`src/rtl/booth_pkg.sv`:
```
// Shared definitions for the Booth multiplier and its product accumulator.
package booth_pkg;

   localparam int unsigned N_DEF = 4;

   typedef enum logic {ACCUM, EMIT} state_e;

   function automatic logic signed [63:0] sext_prod(input logic signed [2*N_DEF-1:0] p);
      return 64'(p);
   endfunction

   function automatic longint sat_max(input int unsigned w);
      return (64'sd1 <<< (w - 1)) - 64'sd1;
   endfunction

   function automatic longint sat_min(input int unsigned w);
      return -(64'sd1 <<< (w - 1));
   endfunction

endpackage

```
`src/rtl/booth_prod_accum_if.sv`:
```
// Product-in / block-sum-out handshake bundle for booth_prod_accum.
interface booth_prod_accum_if #(
   parameter int unsigned N     = 4,
   parameter int unsigned ACC_W = 16,
   parameter int unsigned LEN   = 8
);
   localparam int unsigned CNT_W = $clog2(LEN + 1);

   logic               clear;
   logic               prod_valid;
   logic               prod_ready;
   logic [2*N-1:0]     prod;
   logic               acc_valid;
   logic               acc_ready;
   logic [ACC_W-1:0]   acc_out;
   logic               out_sat;
   logic [CNT_W-1:0]   cnt;

   modport master (
      output clear, prod_valid, prod, acc_ready,
      input  prod_ready, acc_valid, acc_out, out_sat, cnt
   );

   modport slave (
      input  clear, prod_valid, prod, acc_ready,
      output prod_ready, acc_valid, acc_out, out_sat, cnt
   );
endinterface

```
`src/rtl/booth_sat_add.sv`:
```
// Combinational signed saturating add of a narrow product into a wide accumulator.
module booth_sat_add
   import booth_pkg::*;
#(
   parameter int unsigned IN_W  = 8,
   parameter int unsigned ACC_W = 16
) (
   input  logic signed [IN_W-1:0]  prod,
   input  logic signed [ACC_W-1:0] acc,
   output logic signed [ACC_W-1:0] sum,
   output logic                    ovf
);
   localparam logic signed [ACC_W-1:0] SAT_MAX = ACC_W'(sat_max(ACC_W));
   localparam logic signed [ACC_W-1:0] SAT_MIN = ACC_W'(sat_min(ACC_W));

   logic signed [ACC_W:0] wide;

   assign wide = {{(ACC_W + 1 - IN_W){prod[IN_W-1]}}, prod} + {acc[ACC_W-1], acc};
   // Overflow when the two top bits of the one-bit-wider sum disagree.
   assign ovf  = wide[ACC_W] ^ wide[ACC_W-1];
   assign sum  = ovf ? (wide[ACC_W] ? SAT_MIN : SAT_MAX) : wide[ACC_W-1:0];
endmodule

```
`src/rtl/booth_prod_accum.sv`:
```
// Sums blocks of LEN signed products with saturation and emits one result per block.
module booth_prod_accum
   import booth_pkg::*;
#(
   parameter int unsigned N     = N_DEF,
   parameter int unsigned ACC_W = 16,
   parameter int unsigned LEN   = 8
) (
   input logic              clk,
   input logic              rst,
   booth_prod_accum_if.slave bus
);
   localparam int unsigned CNT_W = $clog2(LEN + 1);

   if (ACC_W < 2 * N) begin : g_bad_acc_w
      $error("booth_prod_accum: ACC_W must be >= 2*N");
   end
   if (LEN < 1) begin : g_bad_len
      $error("booth_prod_accum: LEN must be >= 1");
   end

   state_e                  state_q;
   logic signed [ACC_W-1:0] acc_q;
   logic signed [ACC_W-1:0] sum;
   logic                    ovf;
   logic                    sticky_q;
   logic [CNT_W-1:0]        cnt_q;

   booth_sat_add #(
      .IN_W  (2 * N),
      .ACC_W (ACC_W)
   ) u_add (
      .prod (bus.prod),
      .acc  (acc_q),
      .sum  (sum),
      .ovf  (ovf)
   );

   assign bus.prod_ready = (state_q == ACCUM);
   assign bus.cnt        = cnt_q;

   always_ff @(posedge clk or posedge rst) begin
      if (rst) begin
         state_q       <= ACCUM;
         acc_q         <= '0;
         cnt_q         <= '0;
         sticky_q      <= 1'b0;
         bus.acc_out   <= '0;
         bus.acc_valid <= 1'b0;
         bus.out_sat   <= 1'b0;
      end else if (bus.clear) begin
         // Abort: drop the partial block and any pending result; acc_out keeps its value.
         state_q       <= ACCUM;
         acc_q         <= '0;
         cnt_q         <= '0;
         sticky_q      <= 1'b0;
         bus.acc_valid <= 1'b0;
      end else begin
         case (state_q)
            ACCUM: begin
               if (bus.prod_valid) begin
                  if (cnt_q == CNT_W'(LEN - 1)) begin
                     bus.acc_out   <= sum;
                     bus.out_sat   <= sticky_q | ovf;
                     bus.acc_valid <= 1'b1;
                     state_q       <= EMIT;
                     acc_q         <= '0;
                     cnt_q         <= '0;
                     sticky_q      <= 1'b0;
                  end else begin
                     acc_q    <= sum;
                     cnt_q    <= cnt_q + CNT_W'(1);
                     sticky_q <= sticky_q | ovf;
                  end
               end
            end
            EMIT: begin
               if (bus.acc_ready) begin
                  bus.acc_valid <= 1'b0;
                  state_q       <= ACCUM;
               end
            end
            default: state_q <= ACCUM;
         endcase
      end
   end
endmodule
```
`src/flat_wrapper.sv`:
```
// flat-port wrapper written by rule: the top's interface ports become plain ports
module booth_prod_accum_flat import booth_pkg::*;
#(
   parameter int unsigned N     = N_DEF,
   parameter int unsigned ACC_W = 16,
   parameter int unsigned LEN   = 8
)
  (clk, rst, bus_clear, bus_prod_valid, bus_prod, bus_acc_ready, bus_prod_ready, bus_acc_valid, bus_acc_out, bus_out_sat, bus_cnt);
  booth_prod_accum_if #(.N(N), .ACC_W(ACC_W), .LEN(LEN)) bus_i ();
  input logic clk;
  input logic rst;
  input wire logic [$bits(bus_i.clear)-1:0] bus_clear;
  input wire logic [$bits(bus_i.prod_valid)-1:0] bus_prod_valid;
  input wire logic [$bits(bus_i.prod)-1:0] bus_prod;
  input wire logic [$bits(bus_i.acc_ready)-1:0] bus_acc_ready;
  output wire logic [$bits(bus_i.prod_ready)-1:0] bus_prod_ready;
  output wire logic [$bits(bus_i.acc_valid)-1:0] bus_acc_valid;
  output wire logic [$bits(bus_i.acc_out)-1:0] bus_acc_out;
  output wire logic [$bits(bus_i.out_sat)-1:0] bus_out_sat;
  output wire logic [$bits(bus_i.cnt)-1:0] bus_cnt;
  assign bus_i.clear = bus_clear;
  assign bus_i.prod_valid = bus_prod_valid;
  assign bus_i.prod = bus_prod;
  assign bus_i.acc_ready = bus_acc_ready;
  assign bus_prod_ready = bus_i.prod_ready;
  assign bus_acc_valid = bus_i.acc_valid;
  assign bus_acc_out = bus_i.acc_out;
  assign bus_out_sat = bus_i.out_sat;
  assign bus_cnt = bus_i.cnt;
  booth_prod_accum #(.N(N), .ACC_W(ACC_W), .LEN(LEN)) u_core (.clk(clk), .rst(rst), .bus(bus_i));
endmodule
```
`config.mk`:
```
export PLATFORM = sky130hd
export DESIGN_NAME = booth_prod_accum_flat
export DESIGN_NICKNAME = d
export VERILOG_FILES = /design/src/rtl/booth_pkg.sv /design/src/rtl/booth_prod_accum_if.sv /design/src/rtl/booth_sat_add.sv /design/src/rtl/booth_prod_accum.sv /design/src/flat_wrapper.sv
export SDC_FILE = /design/constraint.sdc
export NUM_CORES = 1
export LEC_CHECK = 0
export CAP_MARGIN = 20
export CORE_UTILIZATION = 59
export DETAILED_ROUTE_END_ITERATION = 7
export HOLD_SLACK_MARGIN = 0.15
export PLACE_DENSITY = 0.93
export RECOVER_POWER = 25
export REMOVE_ABC_BUFFERS = 1
export SYNTH_ARGS = -nofsm -noshare
export SYNTH_HDL_FRONTEND = slang
export SYNTH_SLANG_ARGS = --single-unit
```
`constraint.sdc`:
```
create_clock -name clk -period 5.44 [get_ports clk]
set_input_delay 1.088 -clock clk [delete_from_list [all_inputs] [get_ports clk]]
set_output_delay 1.088 -clock clk [all_outputs]
set_load 0.03 [all_outputs]
```
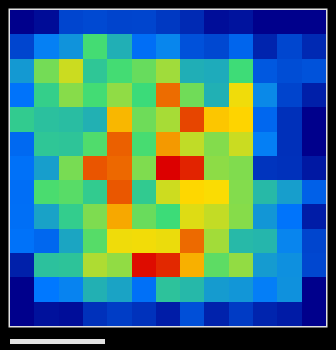
**Above:** wire density map.
Scale bar: 20 um. 13 x 13 tiles, from dark blue (low) to red (high), scaled to the fullest tile. Values are wire area over tile area, all layers added.
The fullest tile reaches 0.54. The mean over all tiles is 0.21. 5.9% of the tiles are nearly empty. 36% of the tiles are over half the peak. The emptiest ninth of the die: upper right.

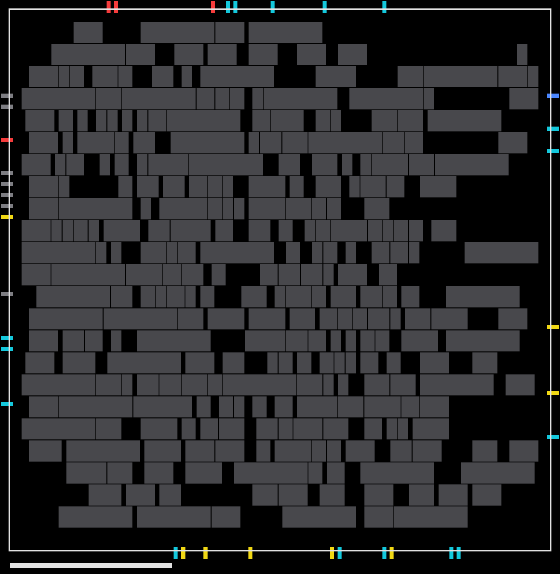
**Above:** I/O pins on the die edge.
Scale bar: 20 um. Pins as bars across the die edge, other pins in gray.
Cyan marks bus_acc_out, pins 16, direction output, edge 5 top, 5 bottom, 3 right, 3 left. Yellow marks bus_prod, pins 8, direction input, edge 5 bottom, 2 right, 1 left. Red marks bus_cnt, pins 4, direction output, edge 3 top, 1 left. Blue marks rst, pins 1, direction input, edge right.
All pins by edge: 12 left, 10 bottom, 8 top, 6 right.
IO buf count: 35
Die H: 66.7 um

==> CHANGELOG.md <==
### Implementation results

* Synthesized instance count at 257
* Dominant cell type by area after synthesis: dfrtp_1
* Critical path data arrival time at 4.37 ns
* CORE AREA at 4000 um2
* Yosys warnings at 0
* Sequential share of the synthesized area at 40.5%
* Clock root buffer: clkbuf_8
* Min-Delay Endpoint: u_core.bus.acc_out[1]
* Endpoints failing hold at 0
* Combinational Power Share at 46.1%
* CP Data Required Time at 5.63 ns
* Largest stage delay, worst path at 0.62 ns
* Reg2reg start: u_core.acc_q[8]
* GRT Overall Usage at 30.5%
* Crit Path Class: in -> reg
* TritonCTS Buffers at 5
* Critical path endpoint category: flip-flop
* Status: finished with violations
* Synthesized area at 2470 um2
* Failing checks: max-capacitance violations, max-slew violations
* First-pass GRT wire length at 9980 um
* Filler Cell Count at 302
* Worst Path Buf+Inv at 1
* Max Cap Viol at 1
* Post-DP HPWL at 4280 um
* Log Warnings at 25
* Largest fanout on the critical path at 17
* Setup Buffers After CTS at 0
* HP Start: u_core.bus.acc_out[1]
* Internal power at 0.626 mW
* Worst path top cell family by delay: AND-OR/OR-AND gates
* Pin count of the biggest net entering global routing at 41
* CTS tree: built
* Final net count at 323
* PwrDens at 361 nW/um2
* Period minus WS final at 4.18 ns
* Post-cts hold-fix buffer tally at 0
* Antenna diodes at 0
* Max Slew Vio Count at 41
* Clk pwr share at 19.9%
* Final worst path period share at 76.9%
* Top Ports at 36
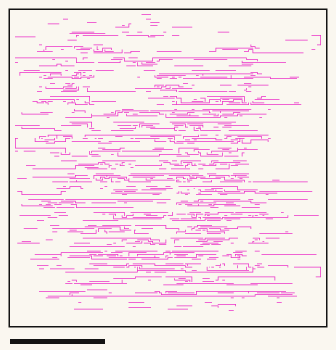
**Above:** signal wires on met1.
Scale bar: 20 um.
288 nets have wire on it. The layer carries 2530 um of wire.
total vias in the final route: 2137
met1 Usage GRT: 38.6%
routed wire length: 5840 um

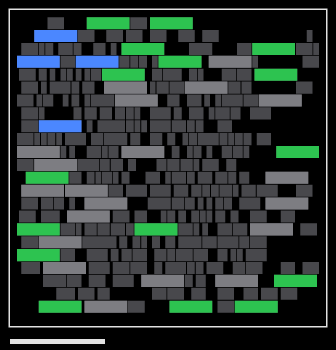
**Above:** register map, names as in the netlist.
Scale bar: 20 um. Other sequential cells in the stronger gray, the rest of the logic in the fainter gray.
Blue marks u_core.bus.cnt, sequential cells 4, where upper left. Green marks u_core.bus.acc_out, sequential cells 16, where all over the die.
Sequential Power: 0.360 mW
Final Core Density: 73.3%
Seq. cell area: 1000 um2
fraction of area in registers: 34.1%

==> per-layer routing <==
layer  vias to the layer above  wire, um
met1                      1026      2530
met2                        73      2880
met4                         0       109
li1                       1028         -
met3                        10       321
met5                         -         0
==> cell type report <==
class                      instances  share of cell area [%]
multi-input combinational        198                    46.7
clock buffer                       6                    2.82
timing repair buffer              39                    12.8
tap                               50                    2.13
inverter                           8                    1.02
clock inverter                     2                   0.341
sequential                        40                    34.1
==> registers in the layout, indices dropped and copies added, names as in the netlist <==
signal                cells
u_core.bus.cnt            4
u_core.bus.out_sat        1
u_core.bus.acc_out       16
u_core.state_q            1
u_core.sticky_q           1
u_core.acc_q             16
u_core.bus.acc_valid      1
==> through the flow <==
step / total power, mW / worst slack (ns) / hold slack (ns) / cells / instance area [um2]
final: 1.06 / 1.26 / 0.488 / 343 / 2930
after CTS: 1.05 / 1.27 / 0.493 / 343 / 2940
after floorplan: 0.728 / 2.08 / 0.453 / 246 / 2390
after global routing: 1.13 / 1.08 / 0.511 / 343 / 2930
after detailed placement: 0.842 / 0.970 / 0.476 / 335 / 2840
after global placement: 0.833 / 0.996 / 0.469 / 335 / 2840
==> kinds of logic after synthesis <==
| kind of cell | Yosys count | share of synthesized area, % |
|---|---|---|
| buf+inv | 19 | 4.25 |
| mux | 4 | 1.82 |
| xor+xnor | 12 | 4.26 |
| fa+ha+maj | 18 | 9.42 |
| flops | 40 | 40.5 |
| compound gates | 90 | 25.9 |
| simple gates | 74 | 13.8 |
==> cells in the final DEF, fill, tap and decap left out, types with 6 or more instances in the layout <==
cell,n
a21oi_1,15
a221o_1,6
a22o_1,9
a31oi_1,9
clkbuf_8,6
clkdlybuf4s50_1,34
dfrtp_1,40
ha_1,17
inv_1,8
nand2_1,28
nor2_1,16
nor3_1,7
o21ai_0,13
o31ai_1,6
xnor2_1,8
==> power groups by stage <==
stage / clock (mW) / sequential [mW] / combinational [mW]
6_report: 0.210 / 0.360 / 0.487
5_1_grt: 0.223 / 0.363 / 0.540
4_1_cts: 0.214 / 0.359 / 0.482
3_5_place_dp: 0 / 0.365 / 0.477
3_3_place_gp: 0 / 0.364 / 0.469
2_1_floorplan: 0 / 0.361 / 0.367
==> how the worst max path moves through the flow <==
stage | depth (start not counted) | end | slack [ns]
floorplan | 8 | u_core.acc_q[8] | 2.08
finish | 9 | u_core.bus.acc_out[2] | 1.26
detailed placement | 9 | u_core.bus.acc_out[2] | 0.97
global placement | 9 | u_core.bus.acc_out[3] | 1.0
global route | 9 | u_core.bus.acc_out[2] | 1.08
CTS | 9 | u_core.bus.acc_out[2] | 1.27
==> worst min-delay path, delay by kind of cell (launching register included) <==
family | cells | cell delay [ns]
and+or+nand+nor | 1 | 0.05
AOI/OAI and AO/OA | 1 | 0.06
DFF | 1 | 0.35
No activity file was given, so power comes from the tool's default toggle rates.
